**config.mk**
```make
export PLATFORM = sky130hd
export DESIGN_NAME = button_poll_master
export DESIGN_NICKNAME = d
export VERILOG_FILES = /design/src/rtl/ktane_mmio_pkg.sv /design/src/rtl/evt_fifo.sv /design/src/rtl/button_poll_master.sv
export SDC_FILE = /design/constraint.sdc
export NUM_CORES = 1
export LEC_CHECK = 0
export ABC_CLOCK_PERIOD_IN_PS = 5750
export CORE_UTILIZATION = 35
export DETAILED_ROUTE_END_ITERATION = 7
export GPL_ROUTABILITY_DRIVEN = 1
export HOLD_SLACK_MARGIN = 0.12
export PLACE_DENSITY = 0.55
export SLEW_MARGIN = 30
export SYNTH_ARGS = -nofsm -noshare
export SYNTH_HDL_FRONTEND = slang
export SYNTH_SLANG_ARGS = --single-unit
```
**constraint.sdc**
```tcl
create_clock -name clk -period 5.75 [get_ports clk]
set_clock_uncertainty 0.15 [all_clocks]
set_input_delay 0.8625 -clock clk [delete_from_list [all_inputs] [get_ports clk]]
set_output_delay 0.8625 -clock clk [all_outputs]
set_load 0.02 [all_outputs]
```
**src/rtl/ktane_mmio_pkg.sv**
```systemverilog
// Shared memory map, button bit indices and event layout for the KTANE peripheral bus.
// Also holds the poll FSM state encoding and the press/release event builder.
package ktane_mmio_pkg;

  localparam logic [15:0] BTN_RD_BASE   = 16'hF330;
  localparam logic [15:0] BTN_RD_END    = 16'hF663;
  localparam logic [15:0] LED_WR_BASE   = 16'hF000;
  localparam logic [15:0] LED_WR_END    = 16'hF100;
  localparam logic [15:0] STRIP_WR_BASE = 16'hF100;
  localparam logic [15:0] STRIP_WR_END  = 16'hF200;
  localparam logic [15:0] WORD_WR_BASE  = 16'hF200;
  localparam logic [15:0] WORD_WR_END   = 16'hF330;

  localparam int BTN_COUNT      = 8;
  localparam int BTN_BIG_BUTTON = 0;
  localparam int BTN_KEYPAD_LR  = 1;
  localparam int BTN_KEYPAD_LL  = 2;
  localparam int BTN_KEYPAD_TR  = 3;
  localparam int BTN_KEYPAD_TL  = 4;
  localparam int BTN_MORSE_TX   = 5;
  localparam int BTN_MORSE_RIGHT = 6;
  localparam int BTN_MORSE_LEFT = 7;

  localparam int EVT_WIDTH = 16;

  // Upper byte carries newly pressed bits, lower byte newly released bits.
  typedef struct packed {
    logic [BTN_COUNT-1:0] press;
    logic [BTN_COUNT-1:0] rel;
  } btn_evt_t;

  typedef enum logic [2:0] {
    ST_IDLE,
    ST_REQ,
    ST_STROBE,
    ST_CAPTURE,
    ST_PROCESS
  } poll_state_t;

  function automatic btn_evt_t make_evt(input logic [BTN_COUNT-1:0] oldLv,
                                        input logic [BTN_COUNT-1:0] newLv);
    btn_evt_t e;
    e.press = newLv & ~oldLv;
    e.rel   = ~newLv & oldLv;
    return e;
  endfunction

endpackage

```
**src/rtl/evt_fifo.sv**
```systemverilog
// Synchronous event FIFO; a push while full is taken only when a pop frees a slot in the same cycle.
// The output reads zero while the FIFO is empty.
module evt_fifo #(
  parameter int WIDTH = 16,
  parameter int DEPTH = 8
) (
  input  logic             clk,
  input  logic             rst,
  input  logic             push,
  input  logic             pop,
  input  logic [WIDTH-1:0] din,
  output logic             full,
  output logic             empty,
  output logic [WIDTH-1:0] dout
);

  localparam int AW = $clog2(DEPTH);
  localparam int CW = AW + 1;

  logic [WIDTH-1:0] mem [DEPTH];
  logic [AW-1:0]    wrPtr_q;
  logic [AW-1:0]    rdPtr_q;
  logic [CW-1:0]    count_q;
  logic             doPush;
  logic             doPop;

  assign full   = (count_q == CW'(DEPTH));
  assign empty  = (count_q == '0);
  assign doPop  = pop && !empty;
  assign doPush = push && (!full || doPop);
  assign dout   = empty ? '0 : mem[rdPtr_q];

  always_ff @(posedge clk) begin
    if (doPush) begin
      mem[wrPtr_q] <= din;
    end
  end

  // Pointers wrap naturally because DEPTH is a power of two.
  always_ff @(posedge clk or posedge rst) begin
    if (rst) begin
      wrPtr_q <= '0;
      rdPtr_q <= '0;
      count_q <= '0;
    end else begin
      if (doPush) begin
        wrPtr_q <= wrPtr_q + AW'(1);
      end
      if (doPop) begin
        rdPtr_q <= rdPtr_q + AW'(1);
      end
      case ({doPush, doPop})
        2'b10:   count_q <= count_q + CW'(1);
        2'b01:   count_q <= count_q - CW'(1);
        default: count_q <= count_q;
      endcase
    end
  end

endmodule

```
**src/rtl/button_poll_master.sv**
```systemverilog
// Periodic bus initiator that reads the button window, debounces the eight button bits
// and queues press/release events for the CPU behind a valid/ready interface.
module button_poll_master
  import ktane_mmio_pkg::*;
#(
  parameter logic [15:0] POLL_ADDR        = 16'hF330,
  parameter int          POLL_PERIOD      = 50000,
  parameter int          DEBOUNCE_SAMPLES = 4,
  parameter int          FIFO_DEPTH       = 8
) (
  input  logic        clk,
  input  logic        rst,
  output logic        bus_req,
  input  logic        bus_gnt,
  output logic [15:0] addr,
  output logic        en,
  output logic        we,
  output logic [15:0] data,
  input  logic [15:0] q,
  output logic        evt_valid,
  input  logic        evt_ready,
  output logic [15:0] evt_data,
  output logic [7:0]  btn_state,
  output logic        irq,
  output logic        ovf,
  input  logic        ovf_clr
);

  localparam int TMR_W = (POLL_PERIOD > 1) ? $clog2(POLL_PERIOD) : 1;
  localparam int CNT_W = $clog2(DEBOUNCE_SAMPLES + 1);
  localparam logic [TMR_W-1:0] TMR_RELOAD = TMR_W'(POLL_PERIOD - 1);
  localparam logic [CNT_W-1:0] CNT_LAST   = CNT_W'(DEBOUNCE_SAMPLES - 1);

  poll_state_t                     state_q;
  logic [TMR_W-1:0]                timer_q;
  logic                            busReq_q;
  logic [BTN_COUNT-1:0]            sample_q;
  logic [BTN_COUNT-1:0]            btnState_q;
  logic [BTN_COUNT-1:0]            btnState_d;
  logic [BTN_COUNT-1:0][CNT_W-1:0] cnt_q;
  logic [BTN_COUNT-1:0][CNT_W-1:0] cnt_d;
  logic                            ovf_q;
  btn_evt_t                        evt;
  logic                            push;
  logic                            fifoFull;
  logic                            fifoEmpty;
  logic                            unusedLowBits;

  assign unusedLowBits = ^q[7:0];

  // The strobe follows the grant combinationally so a withdrawn grant never reaches the bus.
  assign en        = (state_q == ST_STROBE) && bus_gnt;
  assign addr      = en ? POLL_ADDR : 16'h0000;
  assign bus_req   = busReq_q;
  assign we        = 1'b0;
  assign data      = 16'h0000;
  assign btn_state = btnState_q;
  assign ovf       = ovf_q;
  assign evt_valid = !fifoEmpty;
  assign irq       = evt_valid;

  always_comb begin
    btnState_d = btnState_q;
    cnt_d      = cnt_q;
    for (int i = 0; i < BTN_COUNT; i++) begin
      if (sample_q[i] == btnState_q[i]) begin
        cnt_d[i] = '0;
      end else if (cnt_q[i] == CNT_LAST) begin
        btnState_d[i] = ~btnState_q[i];
        cnt_d[i]      = '0;
      end else begin
        cnt_d[i] = cnt_q[i] + CNT_W'(1);
      end
    end
  end

  assign evt  = make_evt(btnState_q, btnState_d);
  assign push = (state_q == ST_PROCESS) && (evt != '0);

  always_ff @(posedge clk or posedge rst) begin
    if (rst) begin
      state_q    <= ST_IDLE;
      timer_q    <= TMR_RELOAD;
      busReq_q   <= 1'b0;
      sample_q   <= '0;
      btnState_q <= '0;
      cnt_q      <= '0;
    end else begin
      case (state_q)
        ST_IDLE: begin
          if (timer_q == '0) begin
            state_q  <= ST_REQ;
            busReq_q <= 1'b1;
          end else begin
            timer_q <= timer_q - TMR_W'(1);
          end
        end
        ST_REQ: begin
          if (bus_gnt) begin
            state_q <= ST_STROBE;
          end
        end
        ST_STROBE: begin
          if (bus_gnt) begin
            state_q <= ST_CAPTURE;
          end
        end
        // Peripheral data registered on the strobe edge is valid here.
        ST_CAPTURE: begin
          sample_q <= q[15:8];
          busReq_q <= 1'b0;
          state_q  <= ST_PROCESS;
        end
        ST_PROCESS: begin
          btnState_q <= btnState_d;
          cnt_q      <= cnt_d;
          timer_q    <= TMR_RELOAD;
          state_q    <= ST_IDLE;
        end
        default: begin
          state_q  <= ST_IDLE;
          busReq_q <= 1'b0;
        end
      endcase
    end
  end

  // Setting wins over clearing so an overflow in the clear cycle is not lost.
  always_ff @(posedge clk or posedge rst) begin
    if (rst) begin
      ovf_q <= 1'b0;
    end else if (push && fifoFull && !evt_ready) begin
      ovf_q <= 1'b1;
    end else if (ovf_clr) begin
      ovf_q <= 1'b0;
    end
  end

  evt_fifo #(
    .WIDTH(EVT_WIDTH),
    .DEPTH(FIFO_DEPTH)
  ) u_evt_fifo (
    .clk  (clk),
    .rst  (rst),
    .push (push),
    .pop  (evt_ready),
    .din  (evt),
    .full (fifoFull),
    .empty(fifoEmpty),
    .dout (evt_data)
  );

endmodule

```
==> impl_metrics.ini <==
; flow metrics
[timing]
min_period_ns = 3.849
slew_headroom = 0.3813
hold_viol_final = 0
maxSlewViolCount = 0
fmax_ghz = 0.2598

[layout]
largest_class = sequential cells
seqCellArea_um2 = 5638
mi_logic_area_um2 = 2930
clkCellAreaFrac = 0.05477
n_clock_buffer = 17
buffers = 62
flops = 199
layout_top_cells = 128 x edfxtp_1, 64 x nand2_1, 59 x dfrtp_1
inverters = 17
nonClkBufAreaFrac = 0.06016
drive_above_1_share = 0.1869
largest_reg_flops = 128
logic_gates = 364
fillers = 2192
post_layout_nonfiller_instances = 998
syn_to_final_growth_pct = 16.55
lay_top_count = edfxtp_1
reg_top3 = u_evt_fifo.mem (128), cnt_q (24), timer_q (16)

[clock_tree]
clk_pin_slew_worst_paths_ns = 0.07
cts_setup_buffers = 0
cts_resized = 0
htreeDepth = 4
numClockSinks = 199
clk_latency_ns = 0.43
cts-buffers-inserted = 17
cts_hold_buf = 0

[place]
pre_cts_ws_ns = 2.036
gp_congestion = 0.7376
dp_cells = 965
dp_hpwl_um = 11440

[global_routing]
grt_pass1_vias = 4958
grt_max_degree = 72
grt_pass1_wl_um = 27460
antenna_found_initial = 0

[synth]
ys_ff = 199
ys_seq_share = 0.6428
yosysChipArea_um2 = 8761
ff_type = edfxtp_1
synth_stat.cells = 612
yosysUniqueCellTypes = 57
synth.avg_cell_area_um2 = 14.32

[pwr]
pwr-share-clk = 0.262
p_sw_mw = 1.469
cellPowerDensity_nw_per_um2 = 425.5
power.leakage_nw = 3.770
p_comb_frac = 0.268
peakVddDrop_mv = 0.2372
power.group.top = registers
total_power_mw = 4.345

[setup_path]
reg2reg_from = state_q[0]$_DFFE_PP0P_
cp-startpoint = u_evt_fifo.rdPtr_q[0]$_DFFE_PP0P_
crit_family = buffers and inverters
crit_end = evt_data[4]
path_depth = 5
crit_chain = buf_4, mux4_2, mux2i_1, nor2_1, clkdlybuf4s50_1
arrival_ns = 2.84
slowest_stage = dfrtp_4
worst_ep_required_time_ns = 4.74
worstSetupEndpointType = primary output
reg2reg_depth = 12
worstSetupPathType = reg2out

[worst_hold_path]
hold_path_class = reg2reg
hold_path_end = cnt_q[10]$_DFFE_PP0P_
min_path_cells = 2

[job]
drv_cap = 0
warnings = 34

[route]
via_per_inst = 4.914
final_antenna_net_count = 0
top_layer = met4
drt_iter0_markers = 306
first_pass_iters = 5
wl_met1_um = 7679

[floorplanning]
rows = 57
floorplan.core_util = 0.3581
die_height_um = 160.2

[outcome]
status = complete, no violations
kinds of logic after synthesis:
logic type      share of synthesized area
compound gates                    0.04627
xor+xnor                          0.01999
other cells                     0.0004280
simple gates                       0.1044
buf+inv                           0.04713
flops                              0.6428
fa+ha+maj                         0.02085
mux                                0.1181
cell usage after synthesis (9+ instances only):
cell	number	area share
buf_4	34	0.029
clkbuf_1	16	0.0069
dfrtp_1	62	0.18
dfstp_2	9	0.027
edfxtp_1	128	0.44
ha_1	13	0.019
inv_1	14	0.0060
mux2_2	11	0.014
mux2i_1	19	0.022
mux4_2	32	0.082
nand2_1	64	0.027
nand3_1	11	0.0063
nor2_1	55	0.024
nor3b_1	18	0.015
xnor2_1	18	0.018
Figure 1. Signal wires on met1.
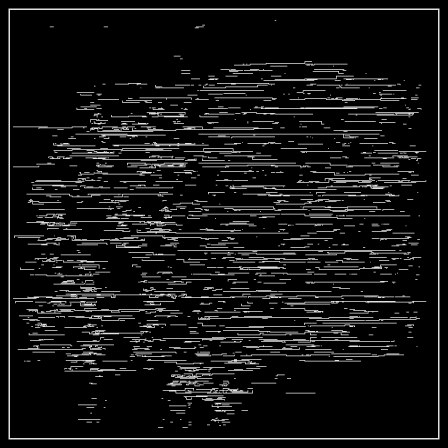
wire length on this layer: 7680 um
longest straight run: 81.4 um
nets with wire on the layer: 614
share of all routed wire: 44%
main direction: horizontal
vias: 4904
final wirelength: 17490 um
M1 GR Usage: 0.1828

Figure 2. M2 wires.
The bar under the picture is 50 um long. Cells faint in the background.
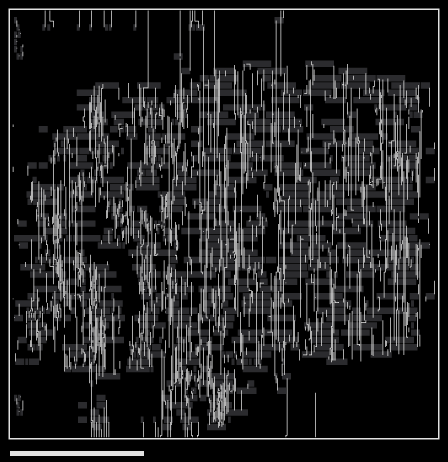
share of all routed wire: 50%
main direction: vertical
nets with wire on the layer: 600
longest straight run: 75.5 um
GR Layer Usage met2: 0.2417

Figure 3. Metal 3.
The bar under the picture is 50 um long.
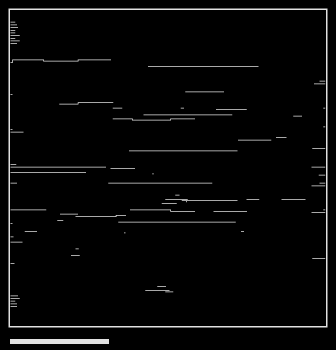
nets with wire on the layer: 59
longest straight run: 59.3 um
main direction: horizontal
wire length on this layer: 873 um
met3 Usage GRT: 0.03429

Figure 4. A small window of the routed layout.
The bar under the picture is 5 um long. Region (30, 110) to (50, 130) um. Cells in grey, sequential cells in the stronger grey; small squares are vias.
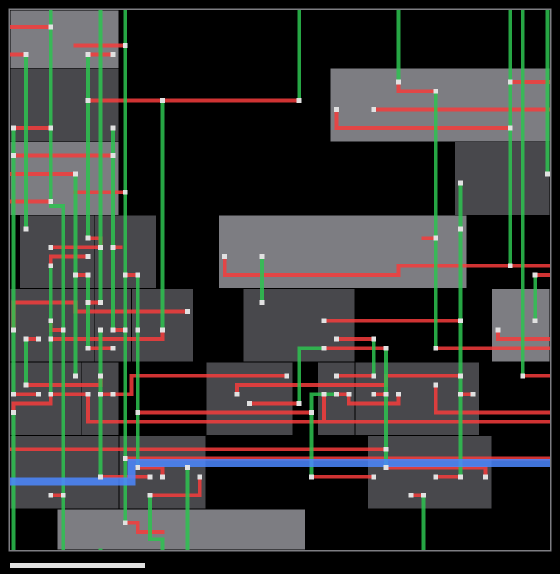
[blue] met3
[green] met2
[red] met1
cells with their middle in the window: 18
netlist names of flops here include: `cnt_q` (2), `btn_state` (1)
most frequent: nor2_1 (3), dfrtp_1 (3)
sequential cells in the window: 3

Figure 5. Track usage over the die.
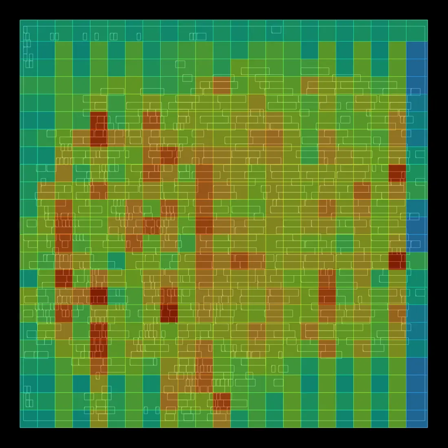
final core utilization: 0.4174
wire per inst: 17.53 um
Total GRT Usage: 0.1424
busiest layer in global routing: met2

No activity file was given, so power comes from the tool's default toggle rates.
